Fig. 1: placed standard cells
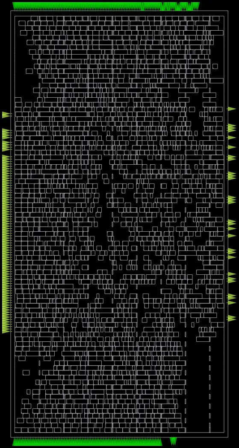
Fig. 2: wiring by layer
Scale: 2 px per um. Two of the layers only.
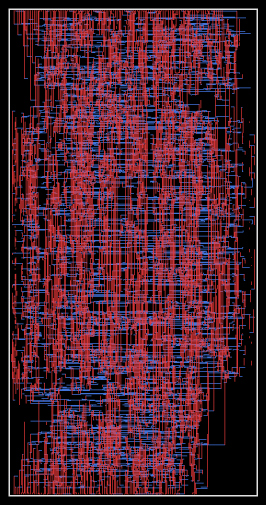
Fig. 3: the metal 3 layer
Scale: 2 px per um.
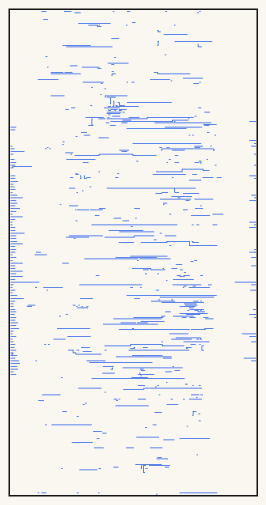
Fig. 4: sequential cells colored by netlist name
Scale: 3 px per um. Other sequential cells in the stronger gray, the rest of the logic in the fainter gray.
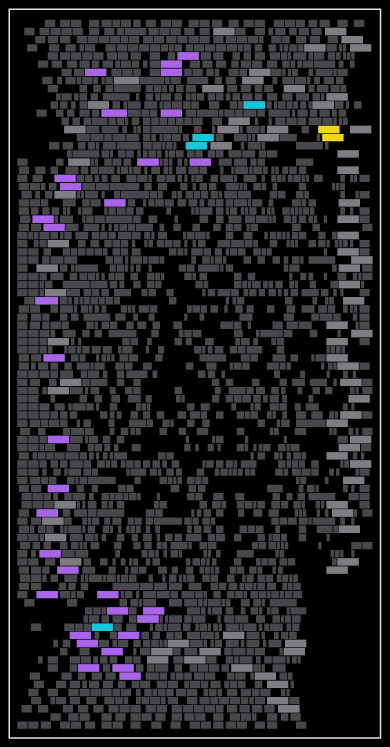
## config.mk

```make
export PLATFORM = sky130hd
export DESIGN_NAME = alu_scheduler
export DESIGN_NICKNAME = d
export VERILOG_FILES = /design/src/rtl/alu_sched_pkg.sv /design/src/rtl/alu_scheduler_alu_core.sv /design/src/rtl/alu_scheduler.sv
export SDC_FILE = /design/constraint.sdc
export NUM_CORES = 1
export LEC_CHECK = 0
export ABC_AREA = 0
export CAP_MARGIN = 20
export CORE_ASPECT_RATIO = 2
export CORE_MARGIN = 2
export CORE_UTILIZATION = 40
export CTS_BUF_LIST = sky130_fd_sc_hd__clkbuf_8 sky130_fd_sc_hd__clkbuf_16
export CTS_CLUSTER_SIZE = 25
export DETAILED_ROUTE_END_ITERATION = 16
export PLACE_DENSITY = 0.83
export SLEW_MARGIN = 15
export SYNTH_ARGS = -nofsm -noshare
export SYNTH_HDL_FRONTEND = slang
export SYNTH_HIERARCHICAL = 1
export SYNTH_SLANG_ARGS = --single-unit
```

## constraint.sdc

```tcl
create_clock -name clk -period 3.6 [get_ports clk]
set_clock_uncertainty 0.2 [all_clocks]
set_input_delay 0.72 -clock clk [delete_from_list [all_inputs] [get_ports clk]]
set_output_delay 0.72 -clock clk [all_outputs]
set_load 0.01 [all_outputs]
```

## src/rtl/alu_sched_pkg.sv

```systemverilog
// Shared constants for the ALU scheduler: ALU control codes and FSM state encodings.
package alu_sched_pkg;

  localparam logic [3:0] ALU_AND = 4'b0000;
  localparam logic [3:0] ALU_OR  = 4'b0001;
  localparam logic [3:0] ALU_ADD = 4'b0010;
  localparam logic [3:0] ALU_XOR = 4'b0011;
  localparam logic [3:0] ALU_SUB = 4'b0110;
  localparam logic [3:0] ALU_SLT = 4'b0111;
  localparam logic [3:0] ALU_NOR = 4'b1100;

  localparam logic [1:0] IDLE = 2'd0;
  localparam logic [1:0] EXEC = 2'd1;
  localparam logic [1:0] RESP = 2'd2;

endpackage

```

## src/rtl/alu_scheduler_alu_core.sv

```systemverilog
// Combinational 32-bit ALU used by alu_scheduler.
// Signed-overflow detection on ADD/SUB is present only when ALU_SCHED_OVF_EN is defined.
module alu_core
  import alu_sched_pkg::*;
(
  input  logic [3:0]  control,
  input  logic [31:0] operand0,
  input  logic [31:0] operand1,
  output logic [31:0] result,
  output logic        zero,
  output logic        err,
  output logic        ovf
);

  logic [31:0] sum;
  logic [31:0] diff;

  assign sum  = operand0 + operand1;
  assign diff = operand0 - operand1;

  always_comb begin
    result = 32'h0;
    err    = 1'b0;
    case (control)
      ALU_AND: result = operand0 & operand1;
      ALU_OR:  result = operand0 | operand1;
      ALU_ADD: result = sum;
      ALU_XOR: result = operand0 ^ operand1;
      ALU_SUB: result = diff;
      ALU_SLT: result = {31'h0, $signed(operand0) < $signed(operand1)};
      ALU_NOR: result = ~(operand0 | operand1);
      default: err = 1'b1;
    endcase
  end

  assign zero = (result == 32'h0);

`ifdef ALU_SCHED_OVF_EN
  // Overflow when the operand signs permit it and the result sign flips away from operand0.
  always_comb begin
    ovf = 1'b0;
    case (control)
      ALU_ADD: ovf = (operand0[31] == operand1[31]) && (sum[31] != operand0[31]);
      ALU_SUB: ovf = (operand0[31] != operand1[31]) && (diff[31] != operand0[31]);
      default: ovf = 1'b0;
    endcase
  end
`else
  assign ovf = 1'b0;
`endif

endmodule

```

## src/rtl/alu_scheduler.sv

```systemverilog
// Round-robin scheduler sharing one ALU among NUM_REQ requesters; one op in flight.
// Optional signed-overflow flag enabled by defining ALU_SCHED_OVF_EN.
module alu_scheduler
  import alu_sched_pkg::*;
#(
  parameter int NUM_REQ = 4,
  parameter int ID_W    = 2
) (
  input  logic                    clk,
  input  logic                    reset,
  input  logic [NUM_REQ-1:0]      req_valid,
  output logic [NUM_REQ-1:0]      req_ready,
  input  logic [4*NUM_REQ-1:0]    req_control,
  input  logic [32*NUM_REQ-1:0]   req_operand0,
  input  logic [32*NUM_REQ-1:0]   req_operand1,
  output logic                    resp_valid,
  input  logic                    resp_ready,
  output logic [ID_W-1:0]         resp_id,
  output logic [31:0]             resp_result,
  output logic                    resp_zero,
  output logic                    resp_err,
  output logic                    resp_ovf
);

  logic [1:0]      state_q, state_d;
  logic [ID_W-1:0] rr_ptr_q, rr_ptr_d;
  logic [3:0]      ctrl_q, ctrl_d;
  logic [31:0]     op0_q, op0_d;
  logic [31:0]     op1_q, op1_d;
  logic [ID_W-1:0] id_q, id_d;
  logic            resp_valid_q, resp_valid_d;
  logic [ID_W-1:0] resp_id_q, resp_id_d;
  logic [31:0]     resp_result_q, resp_result_d;
  logic            resp_zero_q, resp_zero_d;
  logic            resp_err_q, resp_err_d;
  logic            resp_ovf_q, resp_ovf_d;

  logic            found;
  logic [ID_W-1:0] winner;
  logic [31:0]     alu_result;
  logic            alu_zero;
  logic            alu_err;
  logic            alu_ovf;

  // First valid requester at or after rr_ptr, wrapping around.
  always_comb begin
    int idx;
    idx    = 0;
    found  = 1'b0;
    winner = '0;
    for (int i = 0; i < NUM_REQ; i++) begin
      idx = (int'(rr_ptr_q) + i) % NUM_REQ;
      if (!found && req_valid[idx[ID_W-1:0]]) begin
        found  = 1'b1;
        winner = idx[ID_W-1:0];
      end
    end
  end

  always_comb begin
    req_ready = '0;
    if (!reset && state_q == IDLE && found) begin
      req_ready[winner] = 1'b1;
    end
  end

  alu_core u_alu_core (
    .control  (ctrl_q),
    .operand0 (op0_q),
    .operand1 (op1_q),
    .result   (alu_result),
    .zero     (alu_zero),
    .err      (alu_err),
    .ovf      (alu_ovf)
  );

  always_comb begin
    state_d       = state_q;
    rr_ptr_d      = rr_ptr_q;
    ctrl_d        = ctrl_q;
    op0_d         = op0_q;
    op1_d         = op1_q;
    id_d          = id_q;
    resp_valid_d  = resp_valid_q;
    resp_id_d     = resp_id_q;
    resp_result_d = resp_result_q;
    resp_zero_d   = resp_zero_q;
    resp_err_d    = resp_err_q;
    resp_ovf_d    = resp_ovf_q;
    case (state_q)
      IDLE: begin
        if (found) begin
          ctrl_d   = req_control[4*winner +: 4];
          op0_d    = req_operand0[32*winner +: 32];
          op1_d    = req_operand1[32*winner +: 32];
          id_d     = winner;
          rr_ptr_d = (int'(winner) == NUM_REQ - 1) ? '0 : winner + 1'b1;
          state_d  = EXEC;
        end
      end
      EXEC: begin
        resp_valid_d  = 1'b1;
        resp_id_d     = id_q;
        resp_result_d = alu_result;
        resp_zero_d   = alu_zero;
        resp_err_d    = alu_err;
        resp_ovf_d    = alu_ovf;
        state_d       = RESP;
      end
      RESP: begin
        if (resp_ready) begin
          resp_valid_d = 1'b0;
          state_d      = IDLE;
        end
      end
      default: state_d = IDLE;
    endcase
  end

  always_ff @(posedge clk) begin
    if (reset) begin
      state_q       <= IDLE;
      rr_ptr_q      <= '0;
      ctrl_q        <= '0;
      op0_q         <= '0;
      op1_q         <= '0;
      id_q          <= '0;
      resp_valid_q  <= 1'b0;
      resp_id_q     <= '0;
      resp_result_q <= '0;
      resp_zero_q   <= 1'b0;
      resp_err_q    <= 1'b0;
      resp_ovf_q    <= 1'b0;
    end else begin
      state_q       <= state_d;
      rr_ptr_q      <= rr_ptr_d;
      ctrl_q        <= ctrl_d;
      op0_q         <= op0_d;
      op1_q         <= op1_d;
      id_q          <= id_d;
      resp_valid_q  <= resp_valid_d;
      resp_id_q     <= resp_id_d;
      resp_result_q <= resp_result_d;
      resp_zero_q   <= resp_zero_d;
      resp_err_q    <= resp_err_d;
      resp_ovf_q    <= resp_ovf_d;
    end
  end

  assign resp_valid  = resp_valid_q;
  assign resp_id     = resp_id_q;
  assign resp_result = resp_result_q;
  assign resp_zero   = resp_zero_q;
  assign resp_err    = resp_err_q;
  assign resp_ovf    = resp_ovf_q;

endmodule

```

==> impl_metrics.env <==
# flow metrics
export IMPL_status="finished with violations"
export IMPL_violations="negative setup slack"
export IMPL_crit_end="resp_zero"
export IMPL_crit_arrival_ps=3980
export IMPL_hp_start="resp_result[31]"
export IMPL_rsz0062_at_grt="yes"
export IMPL_slowest_stage="dfxtp_4"
export IMPL_num_rows=87
export IMPL_syn_avg_cell_area_um2=7.66
export IMPL_edf_count=0
export IMPL_p_leak_nw=7.28
export IMPL_path_clk_slew_ps=80
export IMPL_ys_chip_area_um2=11400
export IMPL_clk_path_buf_depth=2
export IMPL_dpl_cell_area_um2=16900
export IMPL_wirelength_mm=53.8
export IMPL_worstPathRequired_ps=3720
export IMPL_yosysWarnings=6
export IMPL_gr_total_overflow=0
export IMPL_vias=14400
export IMPL_combPwrFrac_pct=73.6
export IMPL_p_seq_mw=1.66
export IMPL_setup_worst_path_start="op1_q[0]"
export IMPL_chip_area_um2=29900
export IMPL_gp_congestion=1.05
export IMPL_met2_usage_pct=61.6
export IMPL_r2r_end="resp_zero"
export IMPL_grt_use_met3_pct=5.77
export IMPL_drt_met1_wl_mm=18.4
export IMPL_hold_depth=2
export IMPL_final_nets=2427
export IMPL_cts_made_buffers=9
export IMPL_port_buffers=320
export IMPL_grt_start_max_net_pins=95
export IMPL_cts_hold_buf=0
export IMPL_crit_type="reg -> reg"
export IMPL_finalCritPeriodShare_pct=107
export IMPL_switchingPower_mw=4.73
export IMPL_cellPowerDensity_nw_per_um2=568
export IMPL_yosys_cells=1485
export IMPL_setup_worst_path_end_class="register"
export IMPL_drc_errors=0
export IMPL_grt_pass1_vias=14700
export IMPL_hold_slack_ps=256
export IMPL_die_h_um=242
export IMPL_drive_gt1_share_pct=21.8
export IMPL_clkPwrFrac_pct=9.9
export IMPL_tritoncts="done"
export IMPL_ant_nets=0
export IMPL_aoi_share_pct=33.8
export IMPL_reg2reg_depth=17
export IMPL_h_tree_depth=3
export IMPL_crit_fanout=4
export IMPL_met1_usage_pct=35.3
export IMPL_n_fill_cell=2430
export IMPL_p_clk_mw=0.991
export IMPL_n_antenna_cell=0
export IMPL_post_cts_resized=22
export IMPL_crit_path_frequent_cell="a211oi_2"
export IMPL_ys_sh_simple_pct=18.9
export IMPL_ys_top_cells_by_area="dfxtp_1 (20%), ha_1 (11%), mux2i_1 (6.6%), o211ai_1 (5.7%), a22oi_1 (5.3%)"
export IMPL_fin_ws_ps=-263
export IMPL_path_cells="ha_4, inv_2, fa_2, and2b_4, o2111ai_4, a211oi_4, buf_4, o211ai_1, and3_4, o41a_1, a211oi_2, o32ai_2, a211oi_2, nand4b_1, nor3_2, nand2_1, a21oi_1"
export IMPL_setup_viol=3
export IMPL_synth_cells=1485
export IMPL_power_mw=10.0
export IMPL_cp_num_buf_inv=2
export IMPL_hold_end="resp_result[31]"
export IMPL_pre_cts_slack_ps=-338
export IMPL_clock_root_buffer="clkbuf_16"
export IMPL_initCoreUtil_pct=40.5
export IMPL_hpwlAfterDp_mm=43.2
export IMPL_drtIter0Drc=1090
export IMPL_log_warning_count=98
export IMPL_ff_type="dfxtp_1"
export IMPL_peakVddDrop_mv=0.318
export IMPL_io_pins=321
export IMPL_cap_viol_max_count=0
export IMPL_tightest_slew_ps=1150
export IMPL_ys_types=107
export IMPL_comb_power_mw=7.40
export IMPL_top_logic_kind="AND-OR/OR-AND gates"
export IMPL_maxSlewHeadroom_pct=23.2
export IMPL_synthMuxAreaShare_pct=6.70
export IMPL_power_frac_seq_pct=16.5
export IMPL_fa_ha_area_share_pct=11.7
export IMPL_cp_depth=17
export IMPL_final_area_um2=17700
export IMPL_synthesis_nets=1869
export IMPL_crit_path_start_kind="register"
export IMPL_wl_per_cell_um=22.4
export IMPL_largest_area_cell="dfxtp_1"
export IMPL_grt_pass1_wl_mm=80.2
export IMPL_hold_path_class="reg -> reg"
export IMPL_die_w_um=123
export IMPL_wl_met3_mm=2.69
export IMPL_maxPowerGroup="combinational cells"
export IMPL_ys_sh_xor_pct=0.924
export IMPL_wl_met2_mm=27.4
export IMPL_grtUsageTotal_pct=35.3
export IMPL_vias_per_cell=5.98
export IMPL_yosys_top_cells_count="nand2_1 (155), a21oi_1 (114), dfxtp_1 (112)"
export IMPL_r2r_setup_slack_ps=-260
export IMPL_swShare_pct=47.0
Back to the opening pictures, Fig. 1:
core area: 28,100 um^2
Seq/total area: 12.7%
post-route insts no fill: 2,404

Back to the opening pictures, Fig. 2:
- red: M2 (wire length 27.4 mm)
- blue: M1 (wire length 18,400 um)

Back to the opening pictures, Fig. 3:
- main direction: horizontal
- wire length on this layer: 2,690 um
- longest straight run: 46.2 um
- share of all routed wire: 5.0%

Back to the opening pictures, Fig. 4:
- purple: op1_q (placed flops 32)
- yellow: id_q (placed flops 2)
- cyan: ctrl_q (placed flops 4)
- not colored: 74

-- layout by cell type (no fill, tap or decap), types with 10 or more instances in the layout --
cell,instances
o211ai_1,87
nor3_1,25
dfxtp_1,109
o21ai_0,38
a221oi_1,13
a21oi_2,10
nand4_1,12
nand2_1,154
a31oi_1,13
a21oi_1,105
nor2_1,77
a22oi_1,81
buf_4,324
clkdlybuf4s50_1,317
a21o_1,16
mux2i_1,75
inv_1,93
nand3_1,95
o21bai_1,18
nand2b_1,14
ha_1,95
o31ai_1,12
-- cell type report --
type / count / area [um^2] / area share, %
clock buffers: 9 / 225 / 1.27
inverters: 100 / 380 / 2.15
flip-flops and latches: 112 / 2250 / 12.7
repair buffers: 653 / 5780 / 32.7
multi-input cells: 1167 / 8540 / 48.3
clock inverters: 7 / 48.8 / 0.276
well taps: 356 / 445 / 2.52
